--- src/rtl/dot_feeder.sv ---
// dot_feeder: initiator for a 2-lane multiply-add pipeline (C = A1*B1 + A2*B2).
// Packs streamed (a,b) pairs into lane-1/lane-2 operands and issues them.
// Tracks in-flight issues with a tag shift register and accumulates the returned C values.
// Optional feature macro: ACC_OVF_EN adds a sticky accumulator-carry output 'ovf'.
module dot_feeder #(
  parameter int LEN_W    = 8,
  parameter int PIPE_LAT = 2
) (
  input  logic             clk,
  input  logic             reset,
  input  logic             start,
  input  logic [LEN_W-1:0] len,
  input  logic             in_valid,
  output logic             in_ready,
  input  logic [31:0]      in_a,
  input  logic [31:0]      in_b,
  output logic [31:0]      pipe_A1,
  output logic [31:0]      pipe_B1,
  output logic [31:0]      pipe_A2,
  output logic [31:0]      pipe_B2,
  input  logic [31:0]      pipe_C,
  output logic             busy,
  output logic             done,
  output logic [31:0]      result
`ifdef ACC_OVF_EN
  ,
  output logic             ovf
`endif
);

  localparam int TAG_W = PIPE_LAT + 1;

  typedef enum logic [1:0] {S_IDLE, S_LOAD, S_DRAIN, S_DONE} state_t;

  state_t           state_q, state_d;
  logic [LEN_W-1:0] remaining_q, remaining_d;
  logic             odd_q, odd_d;
  logic [31:0]      hold_a_q, hold_a_d, hold_b_q, hold_b_d;
  logic [31:0]      a1_q, a1_d, b1_q, b1_d, a2_q, a2_d, b2_q, b2_d;
  logic [TAG_W-1:0] tag_q, tag_d;
  logic [31:0]      acc_q, acc_d, result_q, result_d;
  logic             handshake, last_pair, retire;

  // Accumulator adder; the wide form keeps the carry for the overflow flag.
`ifdef ACC_OVF_EN
  logic             ovf_q, ovf_d;
  logic [32:0]      acc_sum;
  assign acc_sum = {1'b0, acc_q} + {1'b0, pipe_C};
`else
  logic [31:0]      acc_sum;
  assign acc_sum = acc_q + pipe_C;
`endif

  assign in_ready  = (state_q == S_LOAD);
  assign busy      = (state_q != S_IDLE);
  assign done      = (state_q == S_DONE);
  assign result    = result_q;
  assign pipe_A1   = a1_q;
  assign pipe_B1   = b1_q;
  assign pipe_A2   = a2_q;
  assign pipe_B2   = b2_q;
  assign handshake = in_valid & in_ready;
  assign last_pair = (remaining_q == LEN_W'(1));
  // A tag reaching the MSB means pipe_C now carries that issue's result.
  assign retire    = tag_q[TAG_W-1];
`ifdef ACC_OVF_EN
  assign ovf       = ovf_q;
`endif

  // Next-state logic: FSM, lane packing, issue, tag shift and accumulation.
  always_comb begin
    state_d     = state_q;
    remaining_d = remaining_q;
    odd_d       = odd_q;
    hold_a_d    = hold_a_q;
    hold_b_d    = hold_b_q;
    a1_d        = a1_q;
    b1_d        = b1_q;
    a2_d        = a2_q;
    b2_d        = b2_q;
    tag_d       = {tag_q[TAG_W-2:0], 1'b0};
    acc_d       = acc_q;
    result_d    = result_q;
`ifdef ACC_OVF_EN
    ovf_d       = ovf_q;
`endif

    // Retire applies independently of any issue in the same cycle.
    if (retire) begin
      acc_d = acc_sum[31:0];
`ifdef ACC_OVF_EN
      ovf_d = ovf_q | acc_sum[32];
`endif
    end

    case (state_q)
      S_IDLE: begin
        if (start) begin
          remaining_d = len;
          odd_d       = 1'b0;
          acc_d       = '0;
`ifdef ACC_OVF_EN
          ovf_d       = 1'b0;
`endif
          if (len == '0) begin
            result_d = '0;
            state_d  = S_DONE;
          end else begin
            state_d  = S_LOAD;
          end
        end
      end
      S_LOAD: begin
        if (handshake) begin
          remaining_d = remaining_q - LEN_W'(1);
          odd_d       = ~odd_q;
          if (odd_q) begin
            // Second pair of a couple: issue both lanes together.
            a1_d     = hold_a_q;
            b1_d     = hold_b_q;
            a2_d     = in_a;
            b2_d     = in_b;
            tag_d[0] = 1'b1;
          end else if (last_pair) begin
            // Odd-length vector tail: lane 2 is zero padded.
            a1_d     = in_a;
            b1_d     = in_b;
            a2_d     = '0;
            b2_d     = '0;
            tag_d[0] = 1'b1;
          end else begin
            hold_a_d = in_a;
            hold_b_d = in_b;
          end
          if (last_pair) begin
            state_d = S_DRAIN;
          end
        end
      end
      S_DRAIN: begin
        // Empty tag register means the last retire has already landed in acc.
        if (tag_q == '0) begin
          result_d = acc_q;
          state_d  = S_DONE;
        end
      end
      S_DONE: begin
        state_d = S_IDLE;
      end
      default: begin
        state_d = S_IDLE;
      end
    endcase
  end

  // State registers with synchronous reset; reset drops all in-flight tags.
  always_ff @(posedge clk) begin
    if (reset) begin
      state_q     <= S_IDLE;
      remaining_q <= '0;
      odd_q       <= 1'b0;
      hold_a_q    <= '0;
      hold_b_q    <= '0;
      a1_q        <= '0;
      b1_q        <= '0;
      a2_q        <= '0;
      b2_q        <= '0;
      tag_q       <= '0;
      acc_q       <= '0;
      result_q    <= '0;
`ifdef ACC_OVF_EN
      ovf_q       <= 1'b0;
`endif
    end else begin
      state_q     <= state_d;
      remaining_q <= remaining_d;
      odd_q       <= odd_d;
      hold_a_q    <= hold_a_d;
      hold_b_q    <= hold_b_d;
      a1_q        <= a1_d;
      b1_q        <= b1_d;
      a2_q        <= a2_d;
      b2_q        <= b2_d;
      tag_q       <= tag_d;
      acc_q       <= acc_d;
      result_q    <= result_d;
`ifdef ACC_OVF_EN
      ovf_q       <= ovf_d;
`endif
    end
  end

endmodule
--- config.mk ---
export PLATFORM = sky130hd
export DESIGN_NAME = dot_feeder
export DESIGN_NICKNAME = d
export VERILOG_FILES = /design/src/rtl/dot_feeder.sv
export SDC_FILE = /design/constraint.sdc
export NUM_CORES = 1
export LEC_CHECK = 0
export CORE_MARGIN = 4
export CORE_UTILIZATION = 56
export DETAILED_ROUTE_END_ITERATION = 10
export DONT_BUFFER_PORTS = 1
export PLACE_DENSITY = 0.79
export SLEW_MARGIN = 10
export SYNTH_ARGS = -nofsm -noshare
export SYNTH_HDL_FRONTEND = slang
export SYNTH_SLANG_ARGS = --single-unit
--- constraint.sdc ---
create_clock -name clk -period 2.94 [get_ports clk]
set_clock_uncertainty 0.05 [all_clocks]
set_input_delay 0.441 -clock clk [delete_from_list [all_inputs] [get_ports clk]]
set_output_delay 0.441 -clock clk [all_outputs]
set_load 0.01 [all_outputs]
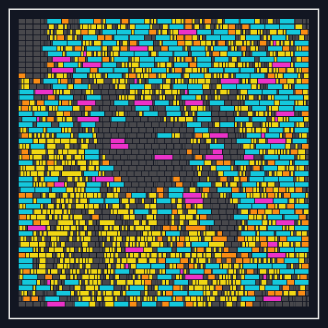
cell_classes.png
(2 px per um) Fill, decap, tap and diode cells in gray.
[all other logic] yellow | cells: 1,018 | share of their area: 44%
[other buffers and delay cells] orange | cells: 163 | share of their area: 12%
[clock drivers and dummy loads] magenta | cells: 47 | share of their area: 6.3%
[flip-flops] cyan | cells: 270 | share of their area: 38%

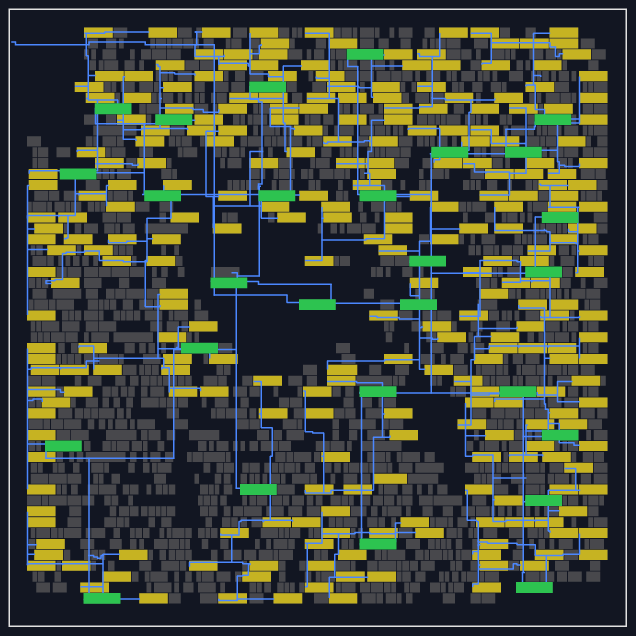
clock_map.png
(4 px per um)
[flip-flops] yellow | count: 270
[cells driving clock nets] green | count: 27
[clock wires] blue | length: 3,070 um
routed clock nets: 28
flops lie: widely spread

==> results.txt <==
flow finished, numbers: Port Buffers=0, first-pass GRT wire length=approximately 56 mm, initial antenna violation count=0, count of tool warnings=37, dpl hpwl=20.7 mm, Congestion Overflow GR=0, setup tns final=0 ps, Clock Root Buffer=clkbuf_16, count of final setup violators=0, Die W=between 150 and 200 um, YS chip area=around 0.012 mm^2, crit path buf inv count=2, DRT Pass-1 Iters=6, combinational gate count=approximately 1,000, final WL=34.6 mm, layout cell share with drive strength beyond 1=under 10%, cell type taking the most area=multi-input combinational cells, Post-CTS Setup Bufs=0, vias in the first global route=10,700, Final WS setup=about 110 ps, ys flop type=dfxtp_1, period utilization=between 90% and 100%, register-to-register setup slack=between 100 and 150 ps, yosys stat cell total=~1,400, crit path launch type=register, fraction of area in registers=37.6%, Mapped Cells=1,393, nets=between 1,500 and 2,000, number of non-clock buffers=between 150 and 200, Gate Area=approximately 0.0061 mm^2, ClkCell Share=between 6 and 7%, syn nets=between 1,500 and 2,000, CTS tree=yes, Synth Seq Share=45.3%, Routed Antenna Nets=0, EDFF count, synth=0, DR vias/cell=roughly 6.0, Starting DRT DRC Count=between 600 and 700, Yosys Warn Count=0, pre-CTS setup slack=251 ps, hold path depth=2, Worst slew margin=48.2%, status=complete, no violations, PwrDens=664 mW/mm^2, CP max stage delay=580 ps, Wirelength per Cell=roughly 20 um, Arrival @ worst endpoint=approximately 3200 ps, cell area after synthesis=about 0.012 mm^2, Distinct cells, synth=65, Period minus WS final=about 2800 ps, WHS Endpoint=pipe_B2[23], Core Region=about 0.021 mm^2, synth-to-layout area growth=20.8%, achievable clock frequency=approximately 350 MHz, DRC=0, Hold Vio Cnt, Final=0, Reg-to-Reg End=pipe_B2[8], vias=between 10,000 and 15,000, # rows=roughly 53, final tally of max-slew violations=0, NonClk Buf Share=between 10% and 20%, gr usage total=roughly 28%
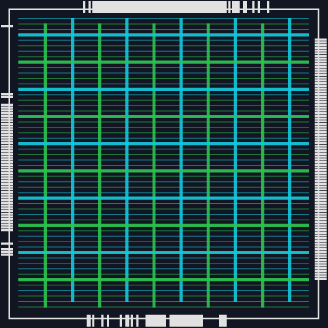
pdn.png
(2 px per um) Pins as bars on the die edge.
[VDD] cyan
[VSS] green
signal pins: 271
met5 straps: 10
rows: 53

==> kinds of logic (layout without fill, tap and decap cells) <==
kind of cell / count (synthesis) / after routing / synth area share (%)
AND/OR/NAND/NOR: 498 / 498 / 17.6
AND-OR/OR-AND: 356 / 356 / 19.9
flip-flops: 270 / 270 / 45.3
buffers and inverters: 119 / 224 / 3.97
multiplexers: 89 / 89 / 7.47
adder cells (fa/ha/maj): 39 / 39 / 4.16
XOR/XNOR: 22 / 22 / 1.62
==> routing by layer <==
layer	track usage, %	routed length [um]	up-vias
met5	0	0	-
li1	-	-	5082
met1	33.6	13400	4997
met3	8.11	2990	97
met2	48.3	17000	430
met4	9.71	1260	0
==> registers in the layout, summed over array words and instances, names as in the netlist <==
register,cells
pipe_B1,32
state_q,2
odd_q,1
acc_q,32
remaining_q,8
pipe_A1,32
result,32
pipe_B2,32
hold_a_q,32
pipe_A2,32
tag_q,3
hold_b_q,32
==> stage by stage <==
step | cell area (um^2) | power [mW] | hold slack, ps | std cells | utilization (%)
after CTS | 14400 | 9.57 | 1.01 | 1773 | 68.7
after detailed placement | 12000 | 5.88 | 392 | 1579 | 57.4
after floorplan | 11900 | 5.51 | 386 | 1393 | -
after global placement | 12000 | 5.81 | 385 | 1579 | 57.4
after global routing | 14400 | 9.99 | 7.80 | 1773 | 68.7
final | 14400 | 9.57 | 14.0 | 1773 | 68.7
==> worst max path at each step <==
stage | startpoint | to | slack (ps) | cells after the start
floorplan | pipe_C[0] | acc_q[30] | 480 | 10
global placement | pipe_C[0] | acc_q[20] | 330 | 10
detailed placement | pipe_C[18] | acc_q[29] | 250 | 9
CTS | remaining_q[5] | pipe_B2[3] | 50 | 8
global route | state_q[1] | hold_a_q[18] | 7 | 9
finish | remaining_q[5] | pipe_B2[8] | 110 | 8
==> timing repair <==
action                     4_1_cts  5_1_grt
setup endpoints to repair        0       11
resized                          0        1
hold endpoints to repair       238        0
hold buffers                   147        0
==> synth_stat cells (all sizes together) (2+ instances only) <==
master / n / area [um^2]
dfxtp: 270 / 5410
nand2: 211 / 795
nor2: 183 / 687
a21oi: 137 / 693
mux2i: 89 / 891
clkbuf: 82 / 310
a211oi: 71 / 533
a22oi: 69 / 518
nand3: 49 / 245
ha: 38 / 475
o21ai: 32 / 168
buf: 23 / 110
xnor2: 16 / 140
inv: 14 / 52.6
nor3: 10 / 55.1
nand4: 8 / 50.1
a21o: 7 / 52.6
nor2b: 6 / 37.5
o21a: 6 / 45.0
xor2: 6 / 52.6
nand2b: 5 / 31.3
nand3b: 5 / 37.5
o211ai: 5 / 42.5
o31ai: 5 / 56.3
and3: 4 / 26.3
a221oi: 3 / 32.5
a31oi: 3 / 33.8
a41oi: 3 / 63.8
and2: 3 / 18.8
nor4: 3 / 25.0
o21bai: 3 / 22.5
or3: 3 / 18.8
a21boi: 2 / 15.0
nor3b: 2 / 15.0
o22ai: 2 / 12.5
or4: 2 / 15.0
==> power breakdown <==
| group | internal (mW) | switching (mW) |
|---|---|---|
| Sequential | 3.95 | 0.249 |
| Combinational | 0.778 | 1.14 |
| Clock | 2.02 | 1.42 |
| Total | 6.75 | 2.82 |
Power is estimated from default activity; no workload was simulated.
